Figure 1. Floorplan with the power grid.
Pins as bars on the die edge. Tap cells in grey.
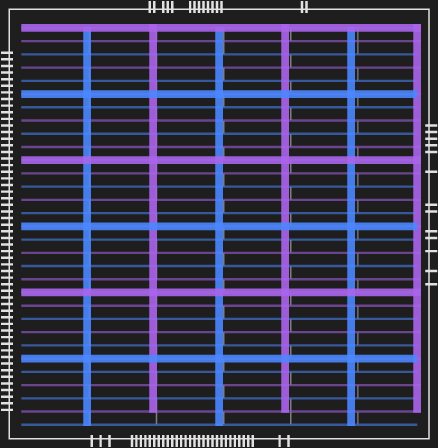
Figure 2. Routed clock nets over the placement.
The bar under the picture is 20 um long.
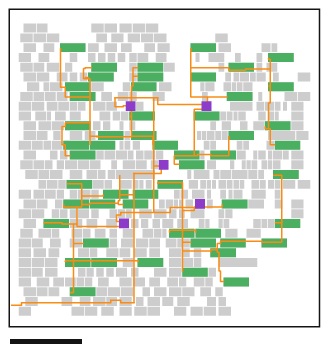
Figure 3. Clock routing.
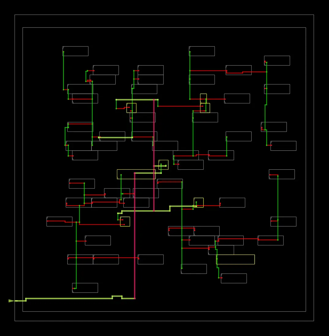
Figure 4. Placement by cell class.
The bar under the picture is 20 um long.
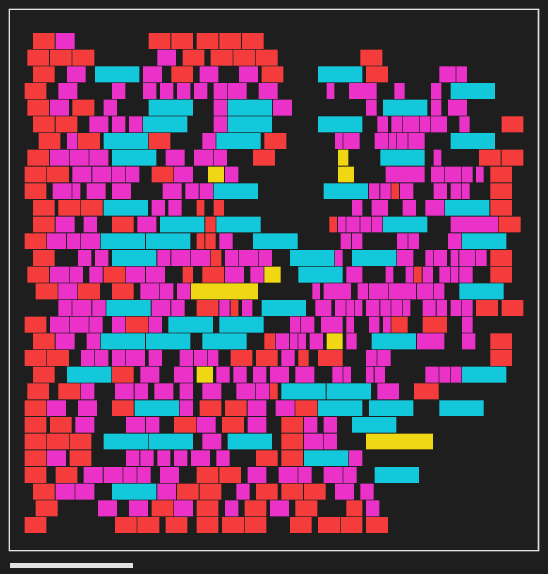
Figure 5. Logic cells by family.
The bar under the picture is 20 um long.
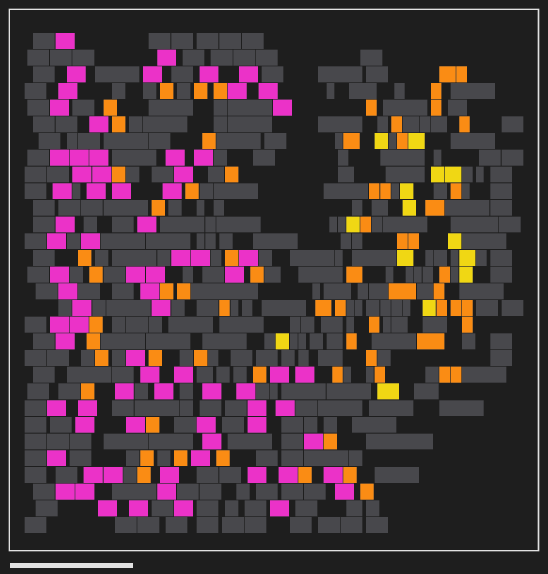
[src/rtl/rom_bist_sig_ctrl_if.sv]
// Bus between the ROM BIST sequencer and its environment: the DFX control/status pins
// and the ROM wrapper's BIST read port.
interface rom_bist_sig_ctrl_if #(
    parameter int unsigned ROM_ADDR = 11,
    parameter int unsigned ROM_BITS = 32
);
    logic                BIST_START;
    logic                BIST_ABORT;
    logic [ROM_BITS-1:0] BIST_EXP_SIGN;
    logic [ROM_BITS-1:0] DATA_ROM_OUT;
    logic                BIST_ROM_ENABLE;
    logic [ROM_ADDR-1:0] BIST_ADDR_ROM_IN;
    logic                BIST_REN_ROM;
    logic                BIST_BUSY;
    logic                BIST_DONE;
    logic                BIST_PASS;
    logic [ROM_BITS-1:0] BIST_SIGN;

    modport master (
        input  BIST_START, BIST_ABORT, BIST_EXP_SIGN, DATA_ROM_OUT,
        output BIST_ROM_ENABLE, BIST_ADDR_ROM_IN, BIST_REN_ROM,
               BIST_BUSY, BIST_DONE, BIST_PASS, BIST_SIGN
    );

    modport slave (
        output BIST_START, BIST_ABORT, BIST_EXP_SIGN, DATA_ROM_OUT,
        input  BIST_ROM_ENABLE, BIST_ADDR_ROM_IN, BIST_REN_ROM,
               BIST_BUSY, BIST_DONE, BIST_PASS, BIST_SIGN
    );
endinterface

[src/rtl/rom_bist_sig_ctrl.sv]
// ROM BIST sequencer: reads every ROM word in address order, folds the data into a MISR
// and compares the final signature against the expected value.
module rom_bist_sig_ctrl #(
    parameter int unsigned         ROM_ADDR  = 11,
    parameter int unsigned         ROM_WORDS = 2048,
    parameter int unsigned         ROM_BITS  = 32,
    parameter int unsigned         RD_LAT    = 1,
    parameter int unsigned         SETUP_CYC = 4,
    parameter logic [ROM_BITS-1:0] MISR_POLY = ROM_BITS'(32'h04C11DB7),
    parameter logic [ROM_BITS-1:0] MISR_SEED = ROM_BITS'(32'hFFFFFFFF)
) (
    input logic                 BIST_CLK_ROM_IN,
    input logic                 BIST_RST_ROM_IN,
    rom_bist_sig_ctrl_if.master bist
);
    localparam int unsigned CNT_W = (SETUP_CYC > 1) ? $clog2(SETUP_CYC) : 1;

    typedef enum logic [2:0] {
        ST_IDLE,
        ST_SETUP,
        ST_READ,
        ST_DRAIN,
        ST_CMP,
        ST_DONE
    } state_e;

    state_e              state_q, state_d;
    logic [CNT_W-1:0]    cnt_q, cnt_d;
    logic [ROM_ADDR-1:0] addr_q, addr_d;
    logic                en_q, en_d;
    logic                ren_q, ren_d;
    logic                busy_q, busy_d;
    logic                done_q, done_d;
    logic                pass_q, pass_d;
    logic [RD_LAT-1:0]   vld_q, vld_d;
    logic [ROM_BITS-1:0] misr_q, misr_d;
    logic [ROM_BITS-1:0] misr_step;

    assign misr_step = {misr_q[ROM_BITS-2:0], 1'b0}
                     ^ (misr_q[ROM_BITS-1] ? MISR_POLY : '0)
                     ^ bist.DATA_ROM_OUT;

    always_comb begin
        state_d = state_q;
        cnt_d   = cnt_q;
        addr_d  = addr_q;
        en_d    = en_q;
        ren_d   = ren_q;
        busy_d  = busy_q;
        done_d  = done_q;
        pass_d  = pass_q;
        vld_d   = RD_LAT'({vld_q, ren_q});
        misr_d  = vld_q[RD_LAT-1] ? misr_step : misr_q;

        // Abort drops everything except the signature, which stays readable for debug.
        if (bist.BIST_ABORT && (state_q != ST_IDLE)) begin
            state_d = ST_IDLE;
            cnt_d   = '0;
            addr_d  = '0;
            en_d    = 1'b0;
            ren_d   = 1'b0;
            busy_d  = 1'b0;
            done_d  = 1'b0;
            pass_d  = 1'b0;
            vld_d   = '0;
            misr_d  = misr_q;
        end else begin
            unique case (state_q)
                ST_IDLE: begin
                    if (bist.BIST_START) begin
                        state_d = ST_SETUP;
                        en_d    = 1'b1;
                        busy_d  = 1'b1;
                        cnt_d   = '0;
                        misr_d  = MISR_SEED;
                    end
                end
                ST_SETUP: begin
                    if (cnt_q == CNT_W'(SETUP_CYC - 1)) begin
                        state_d = ST_READ;
                        ren_d   = 1'b1;
                        addr_d  = '0;
                    end else begin
                        cnt_d = cnt_q + 1'b1;
                    end
                end
                ST_READ: begin
                    if (addr_q == ROM_ADDR'(ROM_WORDS - 1)) begin
                        state_d = ST_DRAIN;
                        ren_d   = 1'b0;
                        addr_d  = '0;
                    end else begin
                        addr_d = addr_q + 1'b1;
                    end
                end
                ST_DRAIN: begin
                    // Leave on the edge that performs the last MISR update.
                    if (vld_d == '0) begin
                        state_d = ST_CMP;
                    end
                end
                ST_CMP: begin
                    state_d = ST_DONE;
                    pass_d  = (misr_q == bist.BIST_EXP_SIGN);
                    done_d  = 1'b1;
                    busy_d  = 1'b0;
                    en_d    = 1'b0;
                end
                ST_DONE: begin
                    if (!bist.BIST_START) begin
                        state_d = ST_IDLE;
                        done_d  = 1'b0;
                        pass_d  = 1'b0;
                    end
                end
                default: state_d = ST_IDLE;
            endcase
        end
    end

    always_ff @(posedge BIST_CLK_ROM_IN) begin
        if (BIST_RST_ROM_IN) begin
            state_q <= ST_IDLE;
            cnt_q   <= '0;
            addr_q  <= '0;
            en_q    <= 1'b0;
            ren_q   <= 1'b0;
            busy_q  <= 1'b0;
            done_q  <= 1'b0;
            pass_q  <= 1'b0;
            vld_q   <= '0;
            misr_q  <= MISR_SEED;
        end else begin
            state_q <= state_d;
            cnt_q   <= cnt_d;
            addr_q  <= addr_d;
            en_q    <= en_d;
            ren_q   <= ren_d;
            busy_q  <= busy_d;
            done_q  <= done_d;
            pass_q  <= pass_d;
            vld_q   <= vld_d;
            misr_q  <= misr_d;
        end
    end

    assign bist.BIST_ROM_ENABLE  = en_q;
    assign bist.BIST_ADDR_ROM_IN = addr_q;
    assign bist.BIST_REN_ROM     = ren_q;
    assign bist.BIST_BUSY        = busy_q;
    assign bist.BIST_DONE        = done_q;
    assign bist.BIST_PASS        = pass_q;
    assign bist.BIST_SIGN        = misr_q;
endmodule

[src/flat_wrapper.sv]
// flat-port wrapper written by rule: the top's interface ports become plain ports
module rom_bist_sig_ctrl_flat 
#(
    parameter int unsigned         ROM_ADDR  = 11,
    parameter int unsigned         ROM_WORDS = 2048,
    parameter int unsigned         ROM_BITS  = 32,
    parameter int unsigned         RD_LAT    = 1,
    parameter int unsigned         SETUP_CYC = 4,
    parameter logic [ROM_BITS-1:0] MISR_POLY = ROM_BITS'(32'h04C11DB7),
    parameter logic [ROM_BITS-1:0] MISR_SEED = ROM_BITS'(32'hFFFFFFFF)
)
  (BIST_CLK_ROM_IN, BIST_RST_ROM_IN, bist_BIST_START, bist_BIST_ABORT, bist_BIST_EXP_SIGN, bist_DATA_ROM_OUT, bist_BIST_ROM_ENABLE, bist_BIST_ADDR_ROM_IN, bist_BIST_REN_ROM, bist_BIST_BUSY, bist_BIST_DONE, bist_BIST_PASS, bist_BIST_SIGN);
  rom_bist_sig_ctrl_if #(.ROM_ADDR(ROM_ADDR), .ROM_BITS(ROM_BITS)) bist_i ();
  input logic BIST_CLK_ROM_IN;
  input logic BIST_RST_ROM_IN;
  input wire logic [$bits(bist_i.BIST_START)-1:0] bist_BIST_START;
  input wire logic [$bits(bist_i.BIST_ABORT)-1:0] bist_BIST_ABORT;
  input wire logic [$bits(bist_i.BIST_EXP_SIGN)-1:0] bist_BIST_EXP_SIGN;
  input wire logic [$bits(bist_i.DATA_ROM_OUT)-1:0] bist_DATA_ROM_OUT;
  output wire logic [$bits(bist_i.BIST_ROM_ENABLE)-1:0] bist_BIST_ROM_ENABLE;
  output wire logic [$bits(bist_i.BIST_ADDR_ROM_IN)-1:0] bist_BIST_ADDR_ROM_IN;
  output wire logic [$bits(bist_i.BIST_REN_ROM)-1:0] bist_BIST_REN_ROM;
  output wire logic [$bits(bist_i.BIST_BUSY)-1:0] bist_BIST_BUSY;
  output wire logic [$bits(bist_i.BIST_DONE)-1:0] bist_BIST_DONE;
  output wire logic [$bits(bist_i.BIST_PASS)-1:0] bist_BIST_PASS;
  output wire logic [$bits(bist_i.BIST_SIGN)-1:0] bist_BIST_SIGN;
  assign bist_i.BIST_START = bist_BIST_START;
  assign bist_i.BIST_ABORT = bist_BIST_ABORT;
  assign bist_i.BIST_EXP_SIGN = bist_BIST_EXP_SIGN;
  assign bist_i.DATA_ROM_OUT = bist_DATA_ROM_OUT;
  assign bist_BIST_ROM_ENABLE = bist_i.BIST_ROM_ENABLE;
  assign bist_BIST_ADDR_ROM_IN = bist_i.BIST_ADDR_ROM_IN;
  assign bist_BIST_REN_ROM = bist_i.BIST_REN_ROM;
  assign bist_BIST_BUSY = bist_i.BIST_BUSY;
  assign bist_BIST_DONE = bist_i.BIST_DONE;
  assign bist_BIST_PASS = bist_i.BIST_PASS;
  assign bist_BIST_SIGN = bist_i.BIST_SIGN;
  rom_bist_sig_ctrl #(.ROM_ADDR(ROM_ADDR), .ROM_WORDS(ROM_WORDS), .ROM_BITS(ROM_BITS), .RD_LAT(RD_LAT), .SETUP_CYC(SETUP_CYC), .MISR_POLY(MISR_POLY), .MISR_SEED(MISR_SEED)) u_core (.BIST_CLK_ROM_IN(BIST_CLK_ROM_IN), .BIST_RST_ROM_IN(BIST_RST_ROM_IN), .bist(bist_i));
endmodule
[config.mk]
export PLATFORM = sky130hd
export DESIGN_NAME = rom_bist_sig_ctrl_flat
export DESIGN_NICKNAME = d
export VERILOG_FILES = /design/src/rtl/rom_bist_sig_ctrl_if.sv /design/src/rtl/rom_bist_sig_ctrl.sv /design/src/flat_wrapper.sv
export SDC_FILE = /design/constraint.sdc
export NUM_CORES = 1
export LEC_CHECK = 0
export ABC_CLOCK_PERIOD_IN_PS = 2500
export CORE_AREA = 2 2 84 86
export CTS_BUF_LIST = sky130_fd_sc_hd__clkbuf_4
export CTS_CLUSTER_DIAMETER = 150
export DETAILED_ROUTE_END_ITERATION = 10
export DIE_AREA = 0 0 86 88
export GPL_TIMING_DRIVEN = 0
export PLACE_DENSITY = 0.84
export SLEW_MARGIN = 40
export SYNTH_ARGS = -nofsm -noshare
export SYNTH_HDL_FRONTEND = slang
export SYNTH_SLANG_ARGS = --single-unit
[constraint.sdc]
create_clock -name BIST_CLK_ROM_IN -period 2.5 [get_ports BIST_CLK_ROM_IN]
set_clock_uncertainty 0.2 [all_clocks]
set_input_delay 0.5 -clock BIST_CLK_ROM_IN [delete_from_list [all_inputs] [get_ports BIST_CLK_ROM_IN]]
set_output_delay 0.5 -clock BIST_CLK_ROM_IN [all_outputs]
set_load 0.005 [all_outputs]
==> GITHUB_STEP_SUMMARY <==
### Flow metrics

| Metric | Value |
|---|---|
| Worst slew pin tran | 0.552 ns |
| Reg clk slew, reported paths | about 0.15 ns |
| Sw Pwr | 403 uW |
| Clock buffer depth | 2 |
| Total GRT Usage | 22.3% |
| Slew Viols, Final | 0 |
| CTS tree | done |
| Outcome | finished clean |
| Leakage | approximately 1.5 nW |
| Area grow syn2layout | 45.9% |
| Post-route worst setup slack | 0.273 ns |
| Worst hold path class | flop to flop |
| Synth warn | 0 |
| Seq share, synth | 36.0% |
| Unique cell types | 39 |
| Floorplan utilization | 44.4% |
| DRC viols | 0 |
| Clock Tree Root | clkbuf_4 |
| Max-area cell share | a little over a third |
| Synthesized registers | around 53 |
| GR Overflow Total | 0 |
| Comb. pwr | 294 uW |
| Fillers | around 550 |
| Final core occ | 64.8% |
| Switching share of power | 23.2% |
| Placed insts | 526 |
| CP startpoint kind | flop |
| Min cycle time layout | about 2.2 ns |
| Final Hold Viols | 0 |
| GP Congestion | 0.896 |
| Critical path data arrival time | between 2 and 2.5 ns |
| Post-synth EDFFs | 0 |
| Seq. pwr | ~860 uW |
| Syn Inst Count | 331 |
| Placement Setup Slack | 0.260 ns |
| Share of cells above drive strength 1 | 5.95% |
| First DRT Iteration DRCs | 95 |
| Design Power | around 1.7 mW |
| Top Layout Cells | 115 x clkdlybuf4s50_1, 53 x dfxtp_1, 41 x xor2_1 |
| Crit path max fanout | 8 |
| Post-Place Cell Area | 4200 sq um |
| Area leader, netlist | dfxtp_1 |
| R2R setup slack | 0.27 ns |
| Antenna cells | 0 |
| Dominant synthesized flop cell | dfxtp_1 |
| Rel. slew slack | between 60% and 70% |
| Final ANT Viol Nets | 0 |
| Wirelength per Cell | 15.7 um |
| Max cap viols | 0 |
| Port bufs | 115 |
| P_int | about 1.3 mW |
| Worst EP required | 2.58 ns |
| DR vias | slightly below 3000 |
| Biggest area cells | dfxtp_1 36%, xor2_1 12%, xnor2_1 11% |
| Cts repair resizes | 0 |
| Post-Syn Area | 2950 sq um |
| Pwr dens | 404 nW/um^2 |
| CP Class | flop to flop |
| Antenna violations before repair | 0 |
| H-tree levels | 2 |
| Largest net degree at the start of global routing | 17 |
| Setup bufs post-CTS | 0 |
| First-pass GRT wire length | around 13 mm |
| Comb pwr share | 16.9% |
| Syn avg cell area | between 8 and 9 sq um |
| Core area | 6640 sq um |
| Fraction of registers with async set/reset | 0% |
| Final setup TNS | 0 ns |
| Achievable frequency | 0.449 GHz |
| Worst hold slack | approximately 0.3 ns |
| WL final | 8.36 mm |
| Post-Syn Nets | 401 |
| RSZ-0062 raised after global routing | false |
| Cts hold-fix bufs | 0 |
| Final period util | 89.1% |
| YS chip area | about 2900 sq um |
Back to the opening pictures, Figure 1:
legend:
  VDD:
    colour: purple
  VSS:
    colour: blue
signal pins: 116
met5 straps: 6
rows: 30
tap cells: 80
die width: 86 um
worst-case vdd ir drop: 0.000222 V

Back to the opening pictures, Figure 2:
legend:
  clock wires:
    colour: orange
    length: 652 um
  cells driving clock nets:
    colour: purple
    count: 5
  flip-flops:
    colour: green
    count: 53
routed clock nets: 6
flops lie: all over the die
Clk power: 587 uW
clock power share: 33.7%
clk_lat worst skew: 0.38 ns

Back to the opening pictures, Figure 3:
CTS Buf Count: 5
Clock Sinks: 53
registers: 53
clk_buf instances: 5

Back to the opening pictures, Figure 4:
legend:
  all other logic:
    colour: magenta
    cells: 259
  flip-flops:
    colour: cyan
    cells: 53
  clock drivers and dummy loads:
    colour: yellow
    cells: 8
  other buffers and delay cells:
    colour: red
    cells: 134
Std-Cell Rows: 30
post-route cell area: 4300 sq um
sequential cell area share: 24.7%

Back to the opening pictures, Figure 5:
legend:
  XOR/XNOR gates:
    colour: magenta
    cells: 77
  inverting AOI/OAI gates:
    colour: orange
    cells: 67
    where: all over the die
  AND and OR gates:
    colour: yellow
    cells: 14
Comb/total area: 41.2%
most frequent logic cell in the layout: clkdlybuf4s50_1
final non-filler cell total: 534

-- path summary, 6_finish.rpt --
kind | to | depth (start not counted) | from
worst max-delay path | u_core.bist.BIST_REN_ROM | 6 | u_core.bist.BIST_ADDR_ROM_IN[0]
worst min-delay path | u_core.bist.BIST_DONE | 2 | u_core.bist.BIST_DONE
worst max register to register | u_core.bist.BIST_REN_ROM | 6 | u_core.bist.BIST_ADDR_ROM_IN[0]
worst min register to register | u_core.bist.BIST_DONE | 2 | u_core.bist.BIST_DONE
-- logic make-up after synthesis --
group	count (synthesis)	synth area share, %
compound gates	69	14.3
xor+xnor	77	22.9
fa+ha+maj	2	0.848
buf+inv	20	3.86
flops	53	36.0
mux	1	0.339
simple gates	109	21.8
-- routing by layer --
layer | vias to the layer above | share of wire, % | GRT usage (%)
li1 | 1405 | - | -
met1 | 1362 | 41 | 26.8
met2 | 109 | 49 | 38.7
met3 | 11 | 7.0 | 6.13
met4 | 0 | 2.1 | 7.07
met5 | - | 0 | 0
-- cell usage after synthesis, types with 5 or more instances --
library cell  number
nor2_1             9
nor3_1             8
clkbuf_1           7
or3_1              5
a21oi_1           15
nand3_1            9
nand2_1           14
o22ai_1           32
xnor2_1           36
nand4_1            5
o21ai_0           13
xor2_1            41
buf_2              7
nand2b_1          34
dfxtp_1           53
nor4_1             7
-- cell type report --
type	count	area, sq um	share of cell area [%]
timing repair buffer	115	1150	26.8
clock inverter	3	65.1	1.51
sequential	53	1060	24.7
clock buffer	5	37.5	0.872
buffer	19	110	2.56
multi-input combinational	258	1770	41.2
inverter	1	3.75	0.0872
tap	80	100	2.33
-- critical path: stages (launching register included) --
cell and delay (ns):
dfxtp_1 0.43, ha_1 0.27, nand3_4 0.13, nor4_4 0.54, nor2_1 0.26, o21ai_0 0.21, a21oi_1 0.09
No activity file was given, so power comes from the tool's default toggle rates.
